### src/rtl/piso_shift_reg.sv
// Parallel-in, serial-out shift register with LD/RDY load handshake.
// Emits one bit per clock on Q/nQ, framed by VLD and LAST.
module piso_shift_reg #(
    parameter int WIDTH     = 4,
    parameter bit MSB_FIRST = 1'b1
) (
    input  logic             C,
    input  logic             nR,
    input  logic [WIDTH-1:0] P,
    input  logic             LD,
    output logic             RDY,
    output logic             Q,
    output logic             nQ,
    output logic             VLD,
    output logic             LAST
);

    localparam int CW = (WIDTH > 2) ? $clog2(WIDTH) : 1;
    localparam logic [CW-1:0] CNT_MAX = CW'(WIDTH - 1);

    typedef enum logic {
        IDLE,
        SHIFT
    } state_e;

    state_e           state_q, state_d;
    logic [WIDTH-1:0] sreg_q, sreg_d;
    logic [CW-1:0]    cnt_q, cnt_d;
    logic             accept;
    logic [WIDTH-1:0] sreg_shifted;

    assign VLD    = (state_q == SHIFT);
    assign LAST   = VLD && (cnt_q == CNT_MAX);
    assign RDY    = !VLD || LAST;
    assign accept = LD && RDY;

    // Q is gated so that IDLE never shows a stale bit.
    assign Q  = VLD & (MSB_FIRST ? sreg_q[WIDTH-1] : sreg_q[0]);
    assign nQ = ~Q;

    assign sreg_shifted = MSB_FIRST ? {sreg_q[WIDTH-2:0], 1'b0}
                                    : {1'b0, sreg_q[WIDTH-1:1]};

    always_comb begin
        state_d = state_q;
        sreg_d  = sreg_q;
        cnt_d   = cnt_q;
        if (accept) begin
            state_d = SHIFT;
            sreg_d  = P;
            cnt_d   = '0;
        end else if (LAST) begin
            state_d = IDLE;
            sreg_d  = '0;
            cnt_d   = '0;
        end else if (VLD) begin
            sreg_d  = sreg_shifted;
            cnt_d   = cnt_q + CW'(1);
        end
    end

    always_ff @(posedge C) begin
        if (!nR) begin
            state_q <= IDLE;
            sreg_q  <= '0;
            cnt_q   <= '0;
        end else begin
            state_q <= state_d;
            sreg_q  <= sreg_d;
            cnt_q   <= cnt_d;
        end
    end

endmodule

### config.mk
export PLATFORM = sky130hd
export DESIGN_NAME = piso_shift_reg
export DESIGN_NICKNAME = d
export VERILOG_FILES = /design/src/rtl/piso_shift_reg.sv
export SDC_FILE = /design/constraint.sdc
export NUM_CORES = 1
export LEC_CHECK = 0
export CAP_MARGIN = 20
export CORE_AREA = 4 4 41 43
export DETAILED_ROUTE_END_ITERATION = 8
export DIE_AREA = 0 0 45 47
export SLEW_MARGIN = 5
export SYNTH_ARGS = -nofsm -noshare
export SYNTH_HDL_FRONTEND = slang
export SYNTH_SLANG_ARGS = --single-unit
### constraint.sdc
create_clock -name C -period 1.35 [get_ports C]
set_clock_uncertainty 0.15 [all_clocks]
set_input_delay 0.405 -clock C [delete_from_list [all_inputs] [get_ports C]]
set_output_delay 0.405 -clock C [all_outputs]
set_load 0.02 [all_outputs]
==> qor.txt, run 1 <==
Finish-stage setup viols = 4
clock-cell share of area = 4.348%
Worst Max-Slew Pin Slew = 0.2840 ns
Critical Path AT = 1.02 ns
Final Hold Viols = 0
max-cap violation count = 0
critical path required time = 0.80 ns
Critical Path Sink = RDY
Num Clock Sinks = 7
RR Startpoint = VLD
type of the worst setup path = reg2out
Slew Limit Headroom = 81.07%
total power = 0.5405 mW
top-level I/O count = 12
Fill cells = 140
initial antenna violation count = 0
placement-stage cell area = 553.0 um2
bufs w/o clock = 19
Top class by area = combinational gates
DIE AREA = 2115 um2
status = finished, violations left
routed len/inst = 10.58 um
crit path from = cnt_q[0]
CTS resizes = 35
fraction of area in multi-input gates = 36.65%
antenna-violating nets left = 0
Synth cell types = 19
dpl ws = -0.4715 ns
# diodes = 0
TNS Setup = -0.4866 ns
Gate Area = 221.5 um2
# rows = 13
share of cells above drive strength 1 = 43.75%
Worst Setup End Kind = output port
cycle use final = 116.8%
min-delay worst type = reg2reg
Die H = 47 um
Post-Route Utilization = 46.44%
Yosys reg bits = 7
DR vias = 374
setup ws final = -0.2267 ns
area of the core = 1301 um2
Sequential Area = 146.4 um2
tap cells = 15
# Cells Yosys = 43
mapped cell area = 372.9 um2
fin. max-slew vios = 0
CTS Hold Bufs = 0
most frequent cells in the layout = buf_4, clkdlybuf4s50_1, inv_1, buf_6, dfxtp_1
port bufs = 11
synthesis warning total = 0
Seq cells = 7
failing checks = negative setup slack
worst skew pair latency = 0.25 ns
total CTS buffers = 3
[run 1: Yosys cell counts (all sizes together)]
cell   instances  share of area, %
a21o           3               6.0
a21oi          3               4.0
a32oi          3               7.0
and2           3               5.0
buf            2               5.0
dfxtp          7                38
ha             1               3.4
inv            6               6.0
mux2i          2               5.4
nand2          2               2.0
nand3          1               1.3
nor2           1               1.0
nor2b          2               4.0
o21a           1               2.0
o21ai          4               5.4
o32ai          1               2.3
or2            1               2.3
[run 1: worst min-delay path by stage]
stage / from / to / slack [ns] / cells after the start
after floorplan: sreg_q[0] / sreg_q[1] / 0.34 / 2
after global placement: sreg_q[2] / sreg_q[2] / 0.37 / 2
after detailed placement: sreg_q[2] / sreg_q[2] / 0.37 / 2
after CTS: sreg_q[2] / sreg_q[2] / 0.37 / 2
after global routing: sreg_q[1] / sreg_q[1] / 0.40 / 2
final: sreg_q[1] / sreg_q[1] / 0.36 / 2
[run 1: state kept, by name, indices dropped and copies added, names as in the netlist]
| register | flops |
|---|---|
| sreg_q | 4 |
| cnt_q | 2 |
| VLD | 1 |
[run 1: layer usage]
metal	global-route usage (%)	wire [um]
met5	0	0
met4	1.754	0
met3	3.831	54
met2	17.51	425
met1	10.76	356
[run 1: report_power, final]
group          internal [mW]  total, mW  leakage (nW)  switching, mW
clock                  0.113      0.185        0.0150         0.0727
sequential             0.221      0.232        0.0591         0.0108
combinational         0.0704      0.123         0.202         0.0526
[run 1: critical path: stages (launching register included)]
cell and delay (ns):
dfxtp_2 0.33, ha_4 0.17, nor2b_4 0.11, inv_2 0.04, buf_6 0.12
[run 1: cell families after synthesis]
family	share of synthesized area (%)
DFF	37.58
AOI/OAI and AO/OA	26.85
muxes	5.369
adders and majority gates	3.355
and+or+nand+nor	15.77
buffers and inverters	11.07
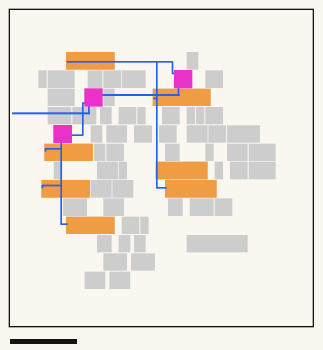
(run_1/clock_wires.png)
Scale bar: 10 um.
[blue] clock wires | length: 96.5 um
[orange] flip-flops | count: 7
[magenta] clock-net drivers | count: 3
routed clock nets: 4

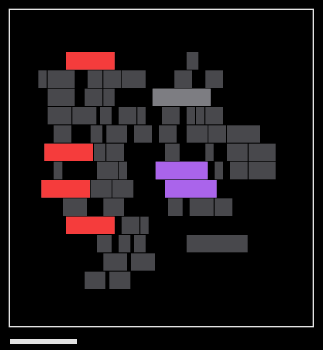
(run_1/ff_map.png)
Scale bar: 10 um. Other sequential cells in the stronger grey, the rest of the logic in the fainter grey.
[red] `sreg_q` | placed flops: 4 | where: left middle
[purple] `cnt_q` | placed flops: 2
not coloured: 1

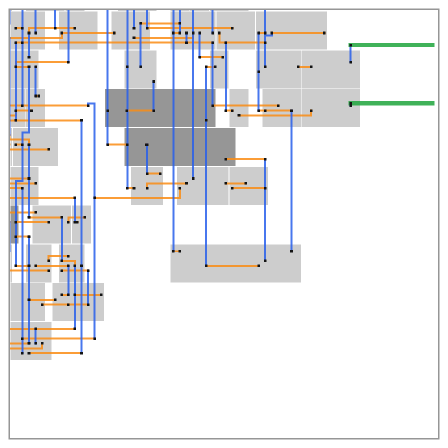
(run_1/closeup.png)
Window x 15 to 45, y 0 to 30 um. Cells in grey, sequential cells in the stronger grey; small squares are vias.
[green] M3
[blue] M2
[orange] M1
most frequent: buf_4 (5), inv_1 (3)
sequential cells in the window: 2
cells with their middle in the window: 30
netlist names of flops here include: `cnt_q` (2)

==> run_1/sizing.png <==
Scale bar: 10 um.
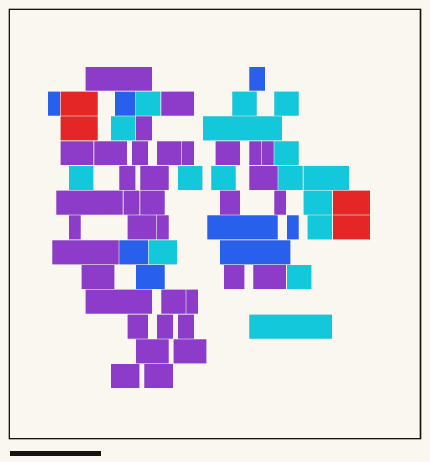

--- run 2 (diff from run 1) ---
--- a/config.mk
+++ b/config.mk
@@ -9,6 +9,7 @@
 export CORE_AREA = 4 4 41 43
 export DETAILED_ROUTE_END_ITERATION = 8
 export DIE_AREA = 0 0 45 47
+export SETUP_SLACK_MARGIN = 0.02
 export SLEW_MARGIN = 5
 export SYNTH_ARGS = -nofsm -noshare
 export SYNTH_HDL_FRONTEND = slang
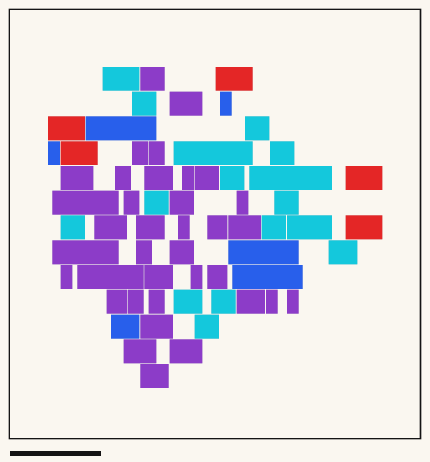
(run_2/sizing.png)
Scale bar: 10 um.
[red] x6 and larger | cells: 5
[cyan] x3 and x4 | cells: 16
[blue] x2 | cells: 6
[purple] x1 and smaller | cells: 36

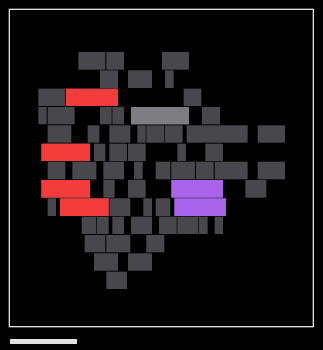
(run_2/ff_map.png)
Scale bar: 10 um. Other sequential cells in the stronger grey, the rest of the logic in the fainter grey.
[purple] `cnt_q` | placed flops: 2
[red] `sreg_q` | placed flops: 4 | where: left middle
not coloured: 1

==> run 2 against run 1 <==
The flow still finishes with violations (negative setup slack). Final cell count down 1.3%. Sequential power about the same. Area after synthesis unchanged. First-iteration DRC count is 50% lower. Non-clock buffer count decreased by 1. Fmax is 1.2% lower. Synthesized cell count stayed put. Setup slack worse by 0.019 ns. Global-route usage grew 1.0 points. Core utilization up 0.096 points. Total power grew 1.1%. Design area grew 0.21%. Highest routed layer unchanged.
==> qor.txt, run 2 <==
Num Clock Sinks = 7 (unchanged)
status = finished, violations left
CP top delay family = flip-flops
total CTS buffers = 3 (unchanged)
AO/OA Area Share = 26.85% (unchanged)
GRT busiest layer = met2
top-level I/O count = 12 (unchanged)
failing checks = negative setup slack
setup ws final = -0.2453 ns (-0.01860 ns)
area of the core = 1301 um2 (unchanged)
# Cells Yosys = 43 (unchanged)
Yosys reg bits = 7 (unchanged)
top cells by count = dfxtp_1, inv_1, o21ai_1
Main logic family = AND-OR/OR-AND gates
antenna-violating nets left = 0 (unchanged)
Post-Route Utilization = 46.54% (+0.096 points)
max-cap violation count = 0 (unchanged)
Critical Path AT = 1.04 ns (+0.02 ns)
Worst Setup End Kind = output port
largest reg by FF count = sreg_q
DIE AREA = 2115 um2 (unchanged)
total power = 0.5464 mW (+1.1%)
port bufs = 11 (unchanged)
most common cell in the netlist = dfxtp_1
DR vias = 363 (-2.9%)
Final Hold Viols = 0 (unchanged)
Worst Max-Slew Pin Slew = 0.2317 ns (-0.05221 ns)
Worst path slowest cell = dfxtp_2
GR Util met3 = 6.897% (+3.1 points)
Slew Limit Headroom = 84.50% (+3.4 points)
max reg flops = 4 (unchanged)
synthesis warning total = 0 (unchanged)
cycle use final = 118.2% (+1.4 points)
Fill cells = 140 (unchanged)
CP peak stage delay = 0.33 ns (about the same)
min-delay worst type = reg2reg
Synth cell types = 19 (unchanged)
CTS Hold Bufs = 0 (unchanged)
met1 GRT Util = 11.93% (+1.2 points)
EDFF count, synth = 0 (unchanged)
fa+ha+maj area frac = 3.356% (unchanged)
initial antenna violation count = 0 (unchanged)
Async SR Flop Fraction = 0% (unchanged)
leading post-synthesis cells by cell area = dfxtp_1, a32oi_1, a21o_1, inv_1, mux2i_1
critical path required time = 0.80 ns (about the same)
XOR/XNOR Fraction of Synth Area = 0% (unchanged)
mapped cell area = 372.9 um2 (unchanged)
Synth Flop Type = dfxtp_1
Finish-stage setup viols = 4 (unchanged)
Simple Share, Synth = 15.77% (unchanged)
Area leader share = 37.58% (unchanged)
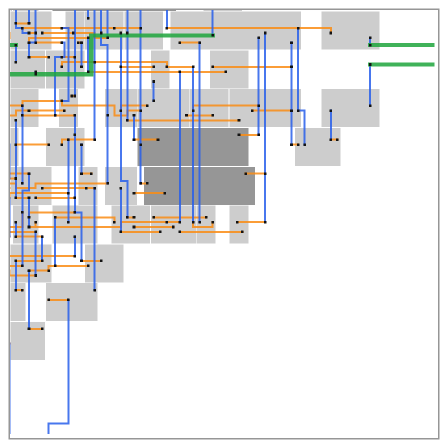
(run_2/closeup.png)
Window x 15 to 45, y 0 to 30 um. Cells in grey, sequential cells in the stronger grey; small squares are vias.
[green] M3
[blue] M2
[orange] M1
sequential cells in the window: 2
most frequent: buf_4 (5), inv_1 (4), a32oi_1 (3)
netlist names of flops here include: `cnt_q` (2)
cells with their middle in the window: 34

run 2: netlist changes by cell type in the layout (fill, tap and decap cells not counted):
cell | previous run | this run
a21oi_1 | 2 | 3
a21oi_2 | 1 | 0
buf_2 | 1 | 0
buf_4 | 8 | 7
buf_6 | 4 | 5
dfxtp_1 | 4 | 3
dfxtp_2 | 2 | 3
nand2_2 | 1 | 0
nand2_4 | 0 | 1
run 2: worst paths after layout:
path / from / endpoint / slack [ns] / cells past startpoint
worst min-delay path: sreg_q[2] / sreg_q[2] / 0.37 / 2
worst max-delay path: cnt_q[1] / RDY / -0.25 / 4
worst min register to register: sreg_q[2] / sreg_q[2] / 0.37 / 2
worst max register to register: VLD / sreg_q[2] / 0.11 / 4
run 2: per-layer routing:
metal  wire [um]  share of wire, %
met1         363                42
met2         444                51
met3          64               7.3
met4           0                 0
met5           0                 0
run 2: cell type report:
cell class	count	area, um2	area share [%]
clock buffers	4	26.28	4.339
inverters	6	22.52	3.719
multi-input cells	28	222.7	36.78
flip-flops and latches	7	147.6	24.38
well taps	15	18.77	3.099
repair buffers	18	167.7	27.69
run 2: power breakdown:
part / leakage [nW] / internal [mW] / switching (mW)
logic: 0.208 / 0.0703 / 0.0519
clock network: 0.0150 / 0.113 / 0.0761
registers: 0.0595 / 0.222 / 0.0133
run 2: through the flow:
step	worst slack, ns	setup TNS [ns]	cells	cell area, um2
after floorplan	0.03946	0	43	395.4
after global placement	-0.4380	-3.073	74	558.0
after detailed placement	-0.4590	-3.135	74	558.0
after CTS	-0.2624	-0.5715	78	598.1
after global routing	-0.2823	-0.6887	78	605.6
final	-0.2453	-0.5295	78	605.6
run 2: what timing repair did:
item                       4_1_cts  5_1_grt
pin swaps                        2        0
gates cloned                     0        0
setup endpoints to repair       10        5
resized                         36        2
Power and IR drop assume default switching activity.
